<file path="src/rtl/serial_subtractor_if.sv">
// Operand/result bundle for the bit-serial subtractor.
// Latency: n/a (wires only).
// Backpressure: none; start is simply ignored while the block is busy.
//
// Signals:
//   start  - request to begin a subtraction
//   a, b   - minuend / subtrahend, sampled on the edge that accepts start
//   busy   - high while bits are being processed
//   done   - one-cycle pulse, diff/borrow hold the new result
//   diff   - a - b modulo 2^WIDTH
//   borrow - high when a < b (unsigned)
interface serial_subtractor_if #(
    parameter int WIDTH = 8
);
    logic             start;
    logic [WIDTH-1:0] a;
    logic [WIDTH-1:0] b;
    logic             busy;
    logic             done;
    logic [WIDTH-1:0] diff;
    logic             borrow;

    modport master (
        output start, a, b,
        input  busy, done, diff, borrow
    );

    modport slave (
        input  start, a, b,
        output busy, done, diff, borrow
    );
endinterface

</file>
<file path="src/rtl/serial_subtractor.sv">
// Bit-serial unsigned subtractor, one bit per clock, LSB first.
// Latency: WIDTH edges from the edge accepting start to done high.
// Backpressure: start is ignored while busy; back-to-back start is accepted in the DONE cycle.
//
// Ports:
//   clk   - single clock, rising edge
//   rst_n - asynchronous active-low reset
//   bus   - slave side of serial_subtractor_if (start/a/b in, busy/done/diff/borrow out)
module serial_subtractor #(
    parameter int WIDTH = 8
) (
    input  logic                 clk,
    input  logic                 rst_n,
    serial_subtractor_if.slave   bus
);

    localparam int              CW   = $clog2(WIDTH + 1);
    localparam logic [CW-1:0]   LAST = CW'(WIDTH - 1);

    typedef enum logic [1:0] {
        IDLE  = 2'd0,
        SHIFT = 2'd1,
        DONE  = 2'd2
    } state_t;

    state_t           state_q, state_d;
    logic [WIDTH-1:0] a_q, a_d;
    logic [WIDTH-1:0] b_q, b_d;
    logic [WIDTH-1:0] res_q, res_d;
    logic [WIDTH-1:0] diff_q, diff_d;
    logic             bin_q, bin_d;
    logic             borrow_q, borrow_d;
    logic [CW-1:0]    cnt_q, cnt_d;
    logic             busy_q, done_q;

    // Current bit of the full-subtractor stage and the partial result with it inserted.
    logic             bit_d;
    logic             bit_bout;
    logic [WIDTH-1:0] res_shift;

    always_comb begin
        bit_d    = a_q[0] ^ b_q[0] ^ bin_q;
        bit_bout = (~a_q[0] & b_q[0]) | (~(a_q[0] ^ b_q[0]) & bin_q);
        // New bit enters at the MSB so that after WIDTH shifts bit 0 lands at index 0.
        res_shift            = res_q >> 1;
        res_shift[WIDTH-1]   = bit_d;
    end

    always_comb begin
        state_d  = state_q;
        a_d      = a_q;
        b_d      = b_q;
        res_d    = res_q;
        bin_d    = bin_q;
        cnt_d    = cnt_q;
        diff_d   = diff_q;
        borrow_d = borrow_q;

        case (state_q)
            IDLE, DONE: begin
                if (bus.start) begin
                    state_d = SHIFT;
                    a_d     = bus.a;
                    b_d     = bus.b;
                    bin_d   = 1'b0;
                    cnt_d   = '0;
                    res_d   = '0;
                end else if (state_q == DONE) begin
                    state_d = IDLE;
                end
            end
            SHIFT: begin
                a_d   = a_q >> 1;
                b_d   = b_q >> 1;
                bin_d = bit_bout;
                res_d = res_shift;
                cnt_d = cnt_q + 1'b1;
                // Visible result only changes on the final bit, so diff never shows partials.
                if (cnt_q == LAST) begin
                    state_d  = DONE;
                    diff_d   = res_shift;
                    borrow_d = bit_bout;
                end
            end
            default: state_d = IDLE;
        endcase
    end

    always_ff @(posedge clk or negedge rst_n) begin
        if (!rst_n) begin
            state_q  <= IDLE;
            a_q      <= '0;
            b_q      <= '0;
            res_q    <= '0;
            diff_q   <= '0;
            bin_q    <= 1'b0;
            borrow_q <= 1'b0;
            cnt_q    <= '0;
            busy_q   <= 1'b0;
            done_q   <= 1'b0;
        end else begin
            state_q  <= state_d;
            a_q      <= a_d;
            b_q      <= b_d;
            res_q    <= res_d;
            diff_q   <= diff_d;
            bin_q    <= bin_d;
            borrow_q <= borrow_d;
            cnt_q    <= cnt_d;
            // Status flags registered from next state so outputs come straight from flops.
            busy_q   <= (state_d == SHIFT);
            done_q   <= (state_d == DONE);
        end
    end

    assign bus.busy   = busy_q;
    assign bus.done   = done_q;
    assign bus.diff   = diff_q;
    assign bus.borrow = borrow_q;

endmodule

</file>
<file path="src/flat_wrapper.sv">
// flat-port wrapper written by rule: the top's interface ports become plain ports
module serial_subtractor_flat 
#(
    parameter int WIDTH = 8
)
  (clk, rst_n, bus_start, bus_a, bus_b, bus_busy, bus_done, bus_diff, bus_borrow);
  serial_subtractor_if #(.WIDTH(WIDTH)) bus_i ();
  input  logic clk;
  input  logic rst_n;
  input wire logic [$bits(bus_i.start)-1:0] bus_start;
  input wire logic [$bits(bus_i.a)-1:0] bus_a;
  input wire logic [$bits(bus_i.b)-1:0] bus_b;
  output wire logic [$bits(bus_i.busy)-1:0] bus_busy;
  output wire logic [$bits(bus_i.done)-1:0] bus_done;
  output wire logic [$bits(bus_i.diff)-1:0] bus_diff;
  output wire logic [$bits(bus_i.borrow)-1:0] bus_borrow;
  assign bus_i.start = bus_start;
  assign bus_i.a = bus_a;
  assign bus_i.b = bus_b;
  assign bus_busy = bus_i.busy;
  assign bus_done = bus_i.done;
  assign bus_diff = bus_i.diff;
  assign bus_borrow = bus_i.borrow;
  serial_subtractor #(.WIDTH(WIDTH)) u_core (.clk(clk), .rst_n(rst_n), .bus(bus_i));
endmodule
</file>
<file path="config.mk">
export PLATFORM = sky130hd
export DESIGN_NAME = serial_subtractor_flat
export DESIGN_NICKNAME = d
export VERILOG_FILES = /design/src/rtl/serial_subtractor_if.sv /design/src/rtl/serial_subtractor.sv /design/src/flat_wrapper.sv
export SDC_FILE = /design/constraint.sdc
export NUM_CORES = 1
export LEC_CHECK = 0
export CAP_MARGIN = 20
export CORE_MARGIN = 2
export CORE_UTILIZATION = 35
export CTS_BUF_LIST = sky130_fd_sc_hd__clkbuf_4 sky130_fd_sc_hd__clkbuf_8
export CTS_CLUSTER_SIZE = 28
export DETAILED_ROUTE_END_ITERATION = 8
export HOLD_SLACK_MARGIN = 0.03
export PLACE_DENSITY_LB_ADDON = 0.2
export SKIP_CTS_REPAIR_TIMING = 1
export SYNTH_ARGS = -nofsm -noshare
export SYNTH_HDL_FRONTEND = slang
export SYNTH_SLANG_ARGS = --single-unit
export TNS_END_PERCENT = 20
</file>
<file path="constraint.sdc">
create_clock -name clk -period 2.25 [get_ports clk]
set_input_delay 0.675 -clock clk [delete_from_list [all_inputs] [get_ports clk]]
set_output_delay 0.675 -clock clk [all_outputs]
set_load 0.005 [all_outputs]
</file>
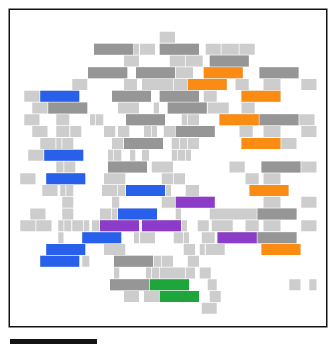
(run_1/registers.png)
Bar = 20 um. Other sequential cells in the stronger gray, the rest of the logic in the fainter gray.
color	name in the netlist	flops
purple	u_core.cnt_q	4
blue	u_core.b_q	8
green	u_core.state_q	2
orange	u_core.res_q	7
not colored	20
Seq power: 1.24 mW
final core occ: 0.456
register area: 1030 um^2
Seq/total area: 0.483

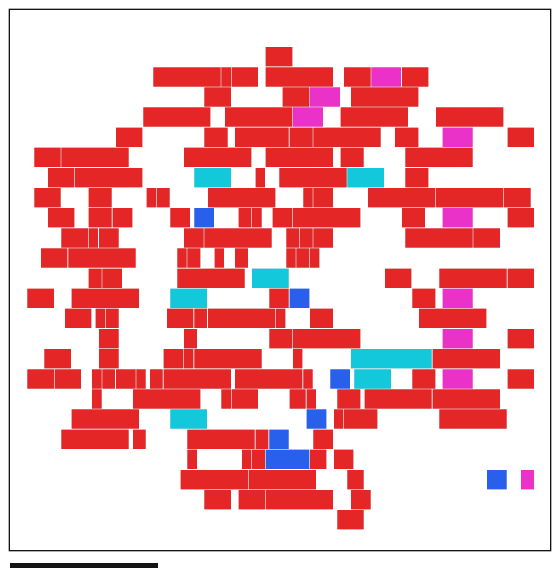
(run_1/drive_strength.png)
Bar = 20 um.
color	size	cells	most used
blue	drive 3 to 4	7	buf_4
red	drive 1 or less	145	dfrtp_1
magenta	drive 2	9	mux2_2
cyan	drive 6 and up	7	clkbuf_8
nonclk buf count: 34
Worst Setup Slack, final: 0.444 ns
Area Overhead vs Synth: 27.7%
post-route cell area: 2120 um^2

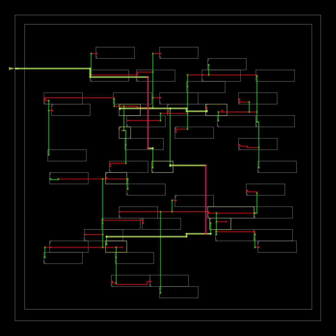
(run_1/final_clocks.png)
Layout clock buffers: 7
clk_skew: 0.00340 ns
Seq Cell Count: 41
Sink Count: 41
clock network power: 0.619 mW

==> flow_summary_export.csv, run 1 <==
group,metric,value,unit
sta,hold_violations,0,
floorplanning,die.size.y,73.0,um
yosys,synth_top_cell_by_area,"dfrtp_1",
run,drv_cap,0,
sta,tightestPinTransition,0.628,ns
routing,wl,3240,um
worst_setup_path,worst-endpoint-required,1.57,ns
routing,wire_per_inst,14.6,um
place,place_area,2000,um^2
worst_setup_path,reg2reg_depth,4,
routing,drt_pass1_iterations,4,
place,place_ws,0.272,ns
sta,fmax,554,MHz
worst_setup_path,critPathKind,"reg2out",
sta,slew_headroom,0.581,
yosys,syn_avg_cell_area,12.2,um^2
global_routing,antenna_found_initial,0,
power_and_ir_drop,internal-power,1.98,mW
layout,num-fill-cells,413,
sta,fin_crit,1.81,ns
power_and_ir_drop,pwr-share-comb,0.359,
yosys,yosysWarnings,0,
power_and_ir_drop,finalPower,2.90,mW
floorplanning,fp-utilization,0.357,
yosys,top_cells_by_area,"dfrtp_1, a22oi_1, mux2_2",
global_routing,grt_pass1_wl,5510,um
power_and_ir_drop,p_leak,0.978,nW
yosys,netlist_area,1660,um^2
clock_tree,cts_buffers,5,
run,warnings,26,
worst_setup_path,crit_family,"buffers and inverters",
clock_tree,clk_pin_slew,0.08,ns
place,gp_congestion,0.719,
yosys,synth_cell_types,26,
yosys,ys_ff,41,
place,dp_hpwl,2130,um
worst_setup_path,r2r_setup_slack,0.55,ns
worst_setup_path,worstSetupEndpointType,"output port",
worst_setup_path,cp.depth,1,
power_and_ir_drop,ir_drop,538,uV
sta,fin_crit_sh,0.803,
layout,drive_gt1_frac,0.137,
yosys,top_cell_area_share,0.617,
worst_setup_path,critPathArrivalTime,1.13,ns
power_and_ir_drop,p_seq_frac,0.427,
global_routing,first_global_vias,1117,
clock_tree,clk_latency,0.29,ns
sta,tns,0,ns
routing,vias_per_cell,5.21,
layout,num-nets-final,188,
layout,diodes,0,
worst_setup_path,crit_slowest_cell,"clkdlybuf4s50_1",
sta,fin_worst_hold_slack,0.436,ns
floorplanning,die_x,73.0,um
sta,rsz0062_at_grt,"false",
floorplanning,core_region_area,4660,um^2
clock_tree,htreeDepth,2,
worst_setup_path,crit_fanout,2,
sta,slew_violations,0,
place,port_buffers,29,
place,dp.cells,214,
global_routing,overflow,0,
status,status,"complete, no violations",
routing,drc,0,
power_and_ir_drop,switchingPower,0.919,mW
layout,final_cells,222,
sta,setup_viol,0,
power_and_ir_drop,switching_share,0.317,
floorplanning,io_pins,30,
power_and_ir_drop,clkPwrFrac,0.214,
routing,num_vias,1156,
worst_setup_path,cp_cell_sequence,"clkdlybuf4s50_1",
worst_setup_path,cpPeakStageDelay,0.50,ns
yosys,yosysChipArea,1660,um^2
worst_hold_path,hp-class,"in2async",
floorplanning,dieArea,5320,um^2
worst_setup_path,crit_path_start_kind,"flip-flop",
routing,postRouteAntennaNets,0,
floorplanning,num_rows,25,
yosys,postSynthSeqShare,0.617,
routing,drt_iter0_markers,63,
yosys,synth_nets,157,
power_and_ir_drop,p_per_area,1360,nW/um^2
global_routing,grt_start_max_net_pins,42,
yosys,synthCells,136,
clock_tree,cts_buffer_depth,2,
clock_tree,ctsRootBufferMaster,"clkbuf_8",
yosys,synth_stat.cells,136,
worst_setup_path,path_buffers,1,
run 1: layer usage:
layer,GRT usage,routed length (um)
met2,0.200,1390
met5,0,0
met1,0.199,1600
met3,0.0483,219
met4,0.0494,33
run 1: flip-flops by register name, summed over array words and instances (netlist names):
register,flops
u_core.bus.busy,1
u_core.a_q,8
u_core.b_q,8
u_core.cnt_q,4
u_core.bus.diff,8
u_core.state_q,2
u_core.res_q,7
u_core.bus.done,1
u_core.bin_q,1
u_core.bus.borrow,1
run 1: path summary, 6_finish.rpt:
| path | startpoint | end |
|---|---|---|
| setup reg to reg | u_core.cnt_q[0] | u_core.bus.diff[6] |
| max in group asynchronous | rst_n | u_core.res_q[4] |
| hold reg to reg | u_core.bin_q | u_core.bin_q |
| setup / recovery | u_core.bus.diff[7] | bus_diff[7] |
| min in group clk | u_core.bin_q | u_core.bin_q |
| hold / removal | rst_n | u_core.res_q[1] |
run 1: power by group through the flow:
| stage | sequential (mW) | clock, mW | combinational [mW] |
|---|---|---|---|
| finish | 1.24 | 0.619 | 1.04 |
| global placement | 1.24 | 0 | 1.03 |
| CTS | 1.24 | 0.639 | 1.06 |
| floorplan | 1.22 | 0 | 0.708 |
| detailed placement | 1.25 | 0 | 1.05 |
| global route | 1.28 | 0.668 | 1.18 |
run 1: final cells by class:
class,count,area (um^2),share of cell area
clock buffers,7,90.1,0.0424
clock inverters,1,30.0,0.0141
multi-input cells,82,577,0.271
repair buffers,34,323,0.152
well taps,54,67.6,0.0318
inverters,3,11.3,0.00530
flip-flops and latches,41,1030,0.483
run 1: cell usage after synthesis (all sizes together):
master / number
xnor2: 1
buf: 7
o2bb2ai: 1
nor2: 3
mux2: 8
nor3: 3
and2b: 2
nand2: 17
inv: 3
nand4: 1
a22oi: 13
dfrtp: 41
ha: 1
xor2: 1
nand3: 13
nand2b: 2
nand3b: 1
clkbuf: 3
a221o: 1
o21ai: 1
fa: 1
a22o: 10
mux2i: 2
run 1: layout by cell type, fill, tap and decap left out, types with 2 or more instances in the layout:
cell type        count
inv_1                3
nor2_1               3
mux2_2               8
clkbuf_8             6
clkdlybuf4s50_1     28
a22oi_1             13
nand2_1             17
a22o_1              10
buf_4                5
nand2b_1             2
and2b_1              2
dfrtp_1             41
nor3_1               2
mux2i_1              2
nand3_1             13
run 1: logic make-up after synthesis:
logic type,count (synthesis),share of synthesized area
AND/OR/NAND/NOR,42,0.125
multiplexers,10,0.0662
adder cells (fa/ha/maj),2,0.0195
XOR/XNOR,2,0.0105
buffers and inverters,13,0.0368
flip-flops,41,0.617
AND-OR/OR-AND,26,0.126
==> run_1/clock_map.png <==
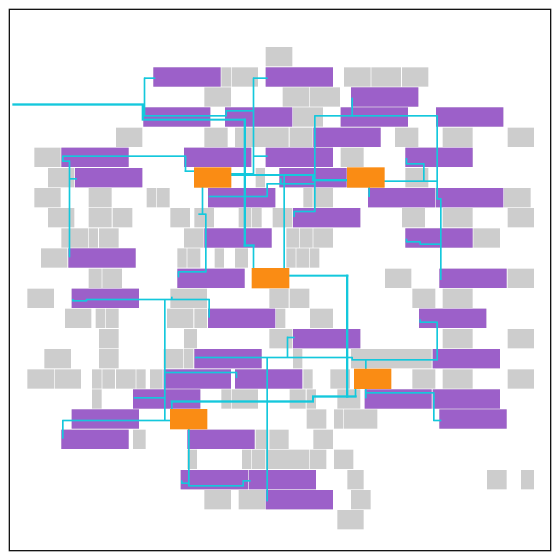

==> run 2: changes to the inputs <==
- clock period: 2.25 -> 1.5 ns (I/O delays scaled with it)
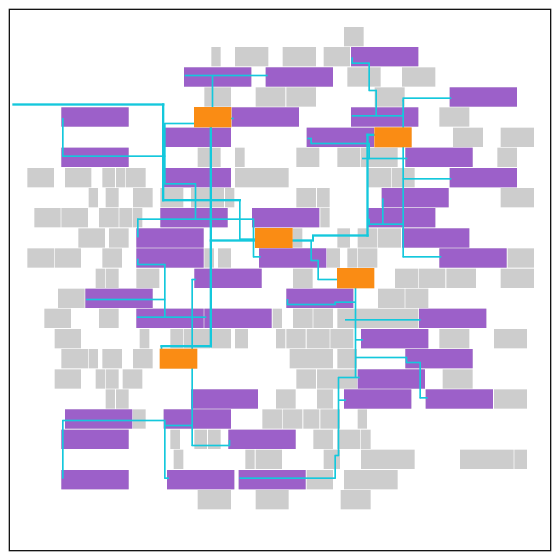
(run_2/clock_map.png)
[purple] flip-flops | count: 41
[cyan] clock wires | length: 483 um
[orange] cells driving clock nets | count: 5
routed clock nets	6

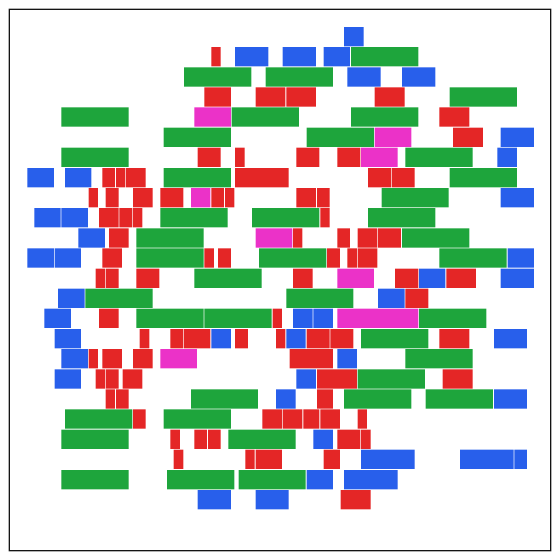
(run_2/cell_classes.png)
color	class	cells	share of their area
magenta	clock drivers and dummy loads	8	5.5%
red	all other logic	85	27%
blue	other buffers and delay cells	42	20%
green	flip-flops	41	47%

==> run 2 against run 1 <==
  * Worst hold slack lost 0.32 ns
  * Critical endpoint is now u_core.bus.diff[3]
  * Synthesized cell count unchanged
  * Sequential power is about 50% higher
  * Flip-flop count unchanged
  * Wire length is 1.4% higher
==> flow_summary_export.csv, run 2 <==
group,metric,value,unit
sta,slew_violations,0,
worst_setup_path,cp_cell_sequence,"ha_2, nand2_4, nor3_4, buf_12, mux2_2",
sta,fmax,682,MHz
global_routing,grt_pass1_wl,5530,um
routing,drt_pass1_iterations,4,
worst_setup_path,reg2reg_depth,5,
yosys,synthCells,136,
worst_setup_path,crit_path_start,"u_core.cnt_q[1]",
layout,drive_gt1_frac,0.188,
routing,wl,3290,um
routing,highest_layer,"met4",
yosys,postSynthSeqShare,0.617,
routing,drc,0,
layout,fin_util,0.485,
floorplanning,num_rows,25,
routing,num_vias,1194,
floorplanning,fp-utilization,0.357,
yosys,yosysWarnings,0,
sta,fin_crit,1.47,ns
sta,skew,0.00152,ns
yosys,async_reset_ff_frac,1.00,
worst_setup_path,r2r_start,"u_core.cnt_q[1]",
yosys,netlist_area,1660,um^2
layout,num-nets-final,196,
routing,vias_per_cell,5.19,
sta,tightestPinTransition,0.232,ns
status,status,"complete, no violations",
worst_setup_path,worstSetupEndpointType,"flip-flop",
routing,drt_iter0_markers,64,
yosys,edf_count,0,
power_and_ir_drop,ir_drop,659,uV
clock_tree,cts_buffer_depth,2,
place,place_ws,-0.203,ns
worst_setup_path,critPathKind,"reg2reg",
layout,lay_top_cells,"dfrtp_1, clkdlybuf4s50_1, nand2_1, a22oi_1, nand3_1",
worst_setup_path,cpPeakStageDelay,0.39,ns
layout,areaGrowthSynthToFinish,35.8,%
sta,slew_headroom,0.844,
yosys,yosysChipArea,1660,um^2
floorplanning,die_x,73.0,um
routing,wire_per_inst,14.3,um
yosys,ff_type,"dfrtp_1",
clock_tree,ctsRootBufferMaster,"clkbuf_8",
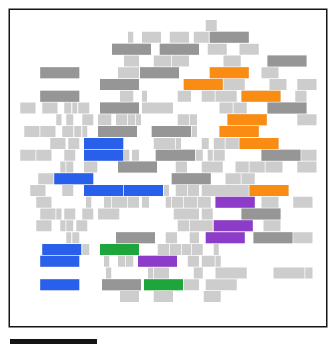
(run_2/registers.png)
Bar = 20 um. Other sequential cells in the stronger gray, the rest of the logic in the fainter gray.
color	name in the netlist	flops
green	u_core.state_q	2
purple	u_core.cnt_q	4
orange	u_core.res_q	7
blue	u_core.b_q	8

## run 2: netlist changes by cell type in the layout (fill, tap and decap cells not counted)
cell,delta
buf_12,+3
buf_4,+5
clkdlybuf4s50_1,-11
dlymetal6s2s_1,+11
ha_1,-1
ha_2,+1
nand2_1,-1
nand2_4,+1
## run 2: how the worst max path moves through the flow
stage                               to  slack [ns]  cells after the start
floorplan           u_core.bus.diff[0]        0.03                      4
CTS                        bus_diff[3]       -0.11                      1
detailed placement     u_core.res_q[2]       -0.20                      5
global placement       u_core.res_q[5]       -0.19                      5
global route        u_core.bus.diff[1]       -0.05                      5
finish              u_core.bus.diff[3]        0.03                      5
## run 2: layout make-up
| cell class | instances | area [um^2] | area share |
|---|---|---|---|
| clock inverter | 1 | 30.0 | 0.0133 |
| inverter | 3 | 11.3 | 0.00498 |
| clock buffer | 7 | 90.1 | 0.0399 |
| timing repair buffer | 42 | 448 | 0.198 |
| tap | 54 | 67.6 | 0.0299 |
| sequential | 41 | 1030 | 0.454 |
| multi-input combinational | 82 | 587 | 0.260 |
## run 2: metrics by stage
step / hold WS (ns) / instances / instance area, um^2 / setup TNS (ns)
after floorplan: 0.154 / 136 / 1660 / 0
after global placement: 0.438 / 220 / 2090 / -3.35
after detailed placement: 0.436 / 220 / 2090 / -3.71
after CTS: 0.127 / 228 / 2210 / -1.02
after global routing: 0.130 / 230 / 2260 / -0.331
final: 0.117 / 230 / 2260 / 0
## run 2: routing by layer
layer,up-vias,track usage
met3,7,0.0387
met4,0,0.0679
met5,-,0
met1,592,0.194
met2,34,0.199
li1,561,-
## run 2: cells by family (layout without fill, tap and decap cells)
group,after synthesis,in the layout,share of synthesized area
AND/OR/NAND/NOR,42,42,0.125
flip-flops,41,41,0.617
AND-OR/OR-AND,26,26,0.126
buffers and inverters,13,53,0.0368
multiplexers,10,10,0.0662
adder cells (fa/ha/maj),2,2,0.0195
XOR/XNOR,2,2,0.0105
## run 2: report_power, final
part	internal, mW	total [mW]	switching [mW]	leakage [nW]
logic	0.933	1.70	0.768	0.605
clock network	0.560	0.922	0.362	0.0619
registers	1.58	1.86	0.283	0.521
## run 2: worst reg2reg max path, cell delays in order (launching register included)
cell and delay (ns):
dfrtp_1 0.39, ha_2 0.23, nand2_4 0.07, nor3_4 0.17
buf_12 0.16, mux2_2 0.33
==> run 3: changes to the inputs <==
- SLEW_MARGIN: default -> 20
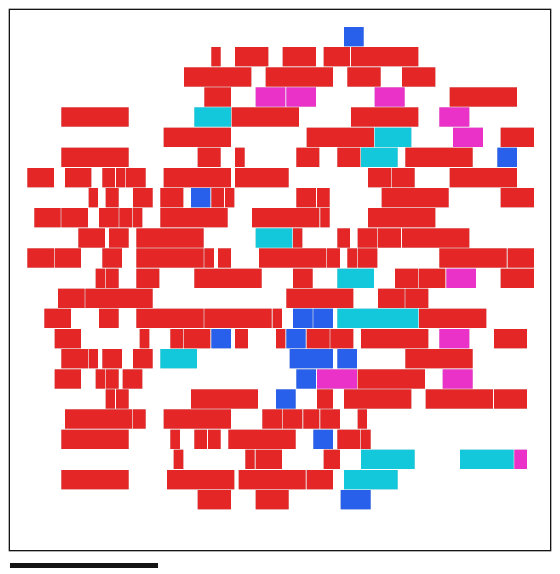
(run_3/drive_strength.png)
Bar = 20 um.
color	size	cells	most used
magenta	drive 2	10	mux2_2
cyan	drive 6 and up	10	clkbuf_8
blue	drive 3 to 4	13	buf_4
red	drive 1 or less	143	dfrtp_1

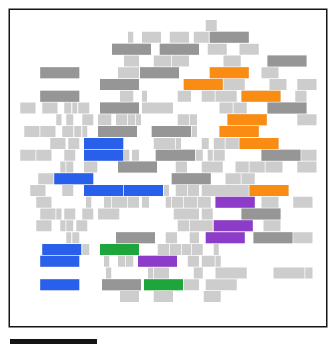
(run_3/registers.png)
Bar = 20 um. Other sequential cells in the stronger gray, the rest of the logic in the fainter gray.
color	name in the netlist	flops
orange	u_core.res_q	7
green	u_core.state_q	2
blue	u_core.b_q	8
purple	u_core.cnt_q	4
not colored	20

==> run 3 against run 2 <==
  * Die size is the same
  * Fmax did not move
  * Worst hold slack unchanged
  * Sequential share of layout area did not move
  * Register-to-register slack about the same
  * Sequential power is essentially flat
  * Combinational power hardly changed
  * Total power unchanged
  * Flip-flop count did not move
  * Critical endpoint unchanged
  * Highest routed layer unchanged
==> flow_summary_export.csv, run 3 <==
group,metric,value,unit
clock_tree,htreeDepth,2,
clock_tree,cts.sinks,41,
clock_tree,tritoncts,"built",
layout,num-fill-cells,419,
layout,layout_top_cell,"dfrtp_1",
layout,areaGrowthSynthToFinish,35.8,%
sta,slew_headroom,0.844,
worst_setup_path,crit_fanout,10,
worst_setup_path,critPathArrivalTime,1.64,ns
yosys,yosysWarnings,0,
place,gp_congestion,0.803,
layout,num-nets-final,196,
sta,fin_worst_hold_slack,0.117,ns
yosys,top_cell_area_share,0.617,
sta,tightestPinTransition,0.232,ns
yosys,most_common_cell,"dfrtp_1",
place,port_buffers,29,
place,dp_hpwl,2270,um
sta,slew_violations,0,
floorplanning,die_x,73.0,um
floorplanning,core_region_area,4660,um^2
routing,wire_per_inst,14.3,um
routing,drt_pass1_iterations,4,
yosys,synth_top_cell_by_area,"dfrtp_1",
layout,drive_gt1_frac,0.188,
worst_setup_path,worstSetupEndpointType,"flip-flop",
sta,tns,0,ns
layout,diodes,0,
floorplanning,io_pins,30,
routing,num_vias,1194,
yosys,netlist_area,1660,um^2
sta,fin_crit,1.47,ns
yosys,ff_type,"dfrtp_1",
place,place_ws,-0.203,ns
run,drv_cap,0,
layout,lay_top_cells,"dfrtp_1, clkdlybuf4s50_1, nand2_1, a22oi_1, nand3_1",
routing,vias_per_cell,5.19,
floorplanning,die.size.y,73.0,um
routing,drc,0,
clock_tree,ctsRootBufferMaster,"clkbuf_8",
yosys,synth_cell_types,26,
yosys,async_reset_ff_frac,1.00,
global_routing,grt_pass1_wl,5530,um
sta,fmax,682,MHz
yosys,synthCells,136,
global_routing,antenna_found_initial,0,
yosys,ys_ff,41,
sta,layout_setup_ws,0.0339,ns
worst_hold_path,hp-class,"in2async",
floorplanning,num_rows,25,
status,status,"complete, no violations",
floorplanning,dieArea,5320,um^2
place,place_area,2090,um^2
clock_tree,cts_buffer_depth,2,
power_and_ir_drop,ir_drop,659,uV
yosys,synth_stat.cells,136,
run,warnings,27,
layout,fin_area,2260,um^2
yosys,edf_count,0,
yosys,postSynthSeqShare,0.617,
worst_setup_path,critPathKind,"reg2reg",
routing,wl,3290,um
floorplanning,fp-utilization,0.357,
yosys,yosysChipArea,1660,um^2
routing,drt_iter0_markers,64,
routing,postRouteAntennaNets,0,
sta,fin_crit_sh,0.977,
power_and_ir_drop,p_per_area,1990,nW/um^2
global_routing,overflow,0,
power_and_ir_drop,finalPower,4.49,mW
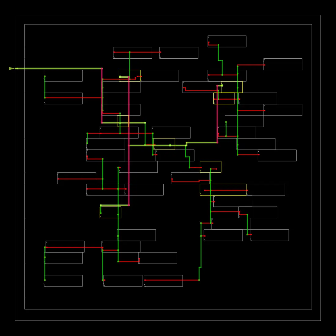
(run_3/final_clocks.png)
clock network power: 0.922 mW
clk_lat worst skew: 0.29 ns
clk_skew: 0.00152 ns
cts bufs inserted: 5

run 3: cell counts after synthesis:
Identical to the previous run, type by type.
run 3: cell families after synthesis:
family / synth area share
AOI/OAI and AO/OA: 0.126
xor gates and xnor gates: 0.0105
DFF: 0.617
and+or+nand+nor: 0.125
buffers and inverters: 0.0368
muxes: 0.0662
adders and majority gates: 0.0195
run 3: worst max-delay path: stages, from the launching register on:
cell and delay [ns]:
dfrtp_1 0.39, ha_2 0.23, nand2_4 0.07, nor3_4 0.17, buf_12 0.16, mux2_2 0.33
run 3: metrics by stage:
step | instances | utilization
6_report | 230 | 0.485
5_1_grt | 230 | 0.485
4_1_cts | 228 | 0.474
3_5_place_dp | 220 | 0.448
3_3_place_gp | 220 | 0.448
2_1_floorplan | 136 | -
run 3: report_power, final:
group          leakage, nW  internal, mW  switching, mW
registers            0.521          1.58          0.283
logic                0.605         0.933          0.768
clock network       0.0619         0.560          0.362
total                 1.19          3.07           1.41
run 3: path summary, 6_finish.rpt:
path                                 start                 end  slack [ns]  cells past startpoint
setup reg to reg           u_core.cnt_q[1]  u_core.bus.diff[3]        0.03                      5
min in group clk              u_core.bin_q        u_core.bin_q        0.50                      1
hold / removal                       rst_n  u_core.bus.diff[0]        0.12                      2
hold reg to reg               u_core.bin_q        u_core.bin_q        0.50                      1
setup / recovery           u_core.cnt_q[1]  u_core.bus.diff[3]        0.03                      5
max in group asynchronous            rst_n   u_core.state_q[1]        1.18                      2
run 3: routing by layer:
layer / track usage / up-vias / wire length (um)
li1: - / 561 / -
met1: 0.194 / 592 / 1590
met2: 0.199 / 34 / 1450
met3: 0.0387 / 7 / 186
met4: 0.0679 / 0 / 57
met5: 0 / - / 0
run 3: area by class of cell:
| type | instances | area (um^2) | area share |
|---|---|---|---|
| Clock inverter | 1 | 30.0 | 0.0133 |
| Timing Repair Buffer | 42 | 448 | 0.198 |
| Sequential cell | 41 | 1030 | 0.454 |
| Tap cell | 54 | 67.6 | 0.0299 |
| Clock buffer | 7 | 90.1 | 0.0399 |
| Inverter | 3 | 11.3 | 0.00498 |
| Multi-Input combinational cell | 82 | 587 | 0.260 |
No activity file was given, so power comes from the tool's default toggle rates.
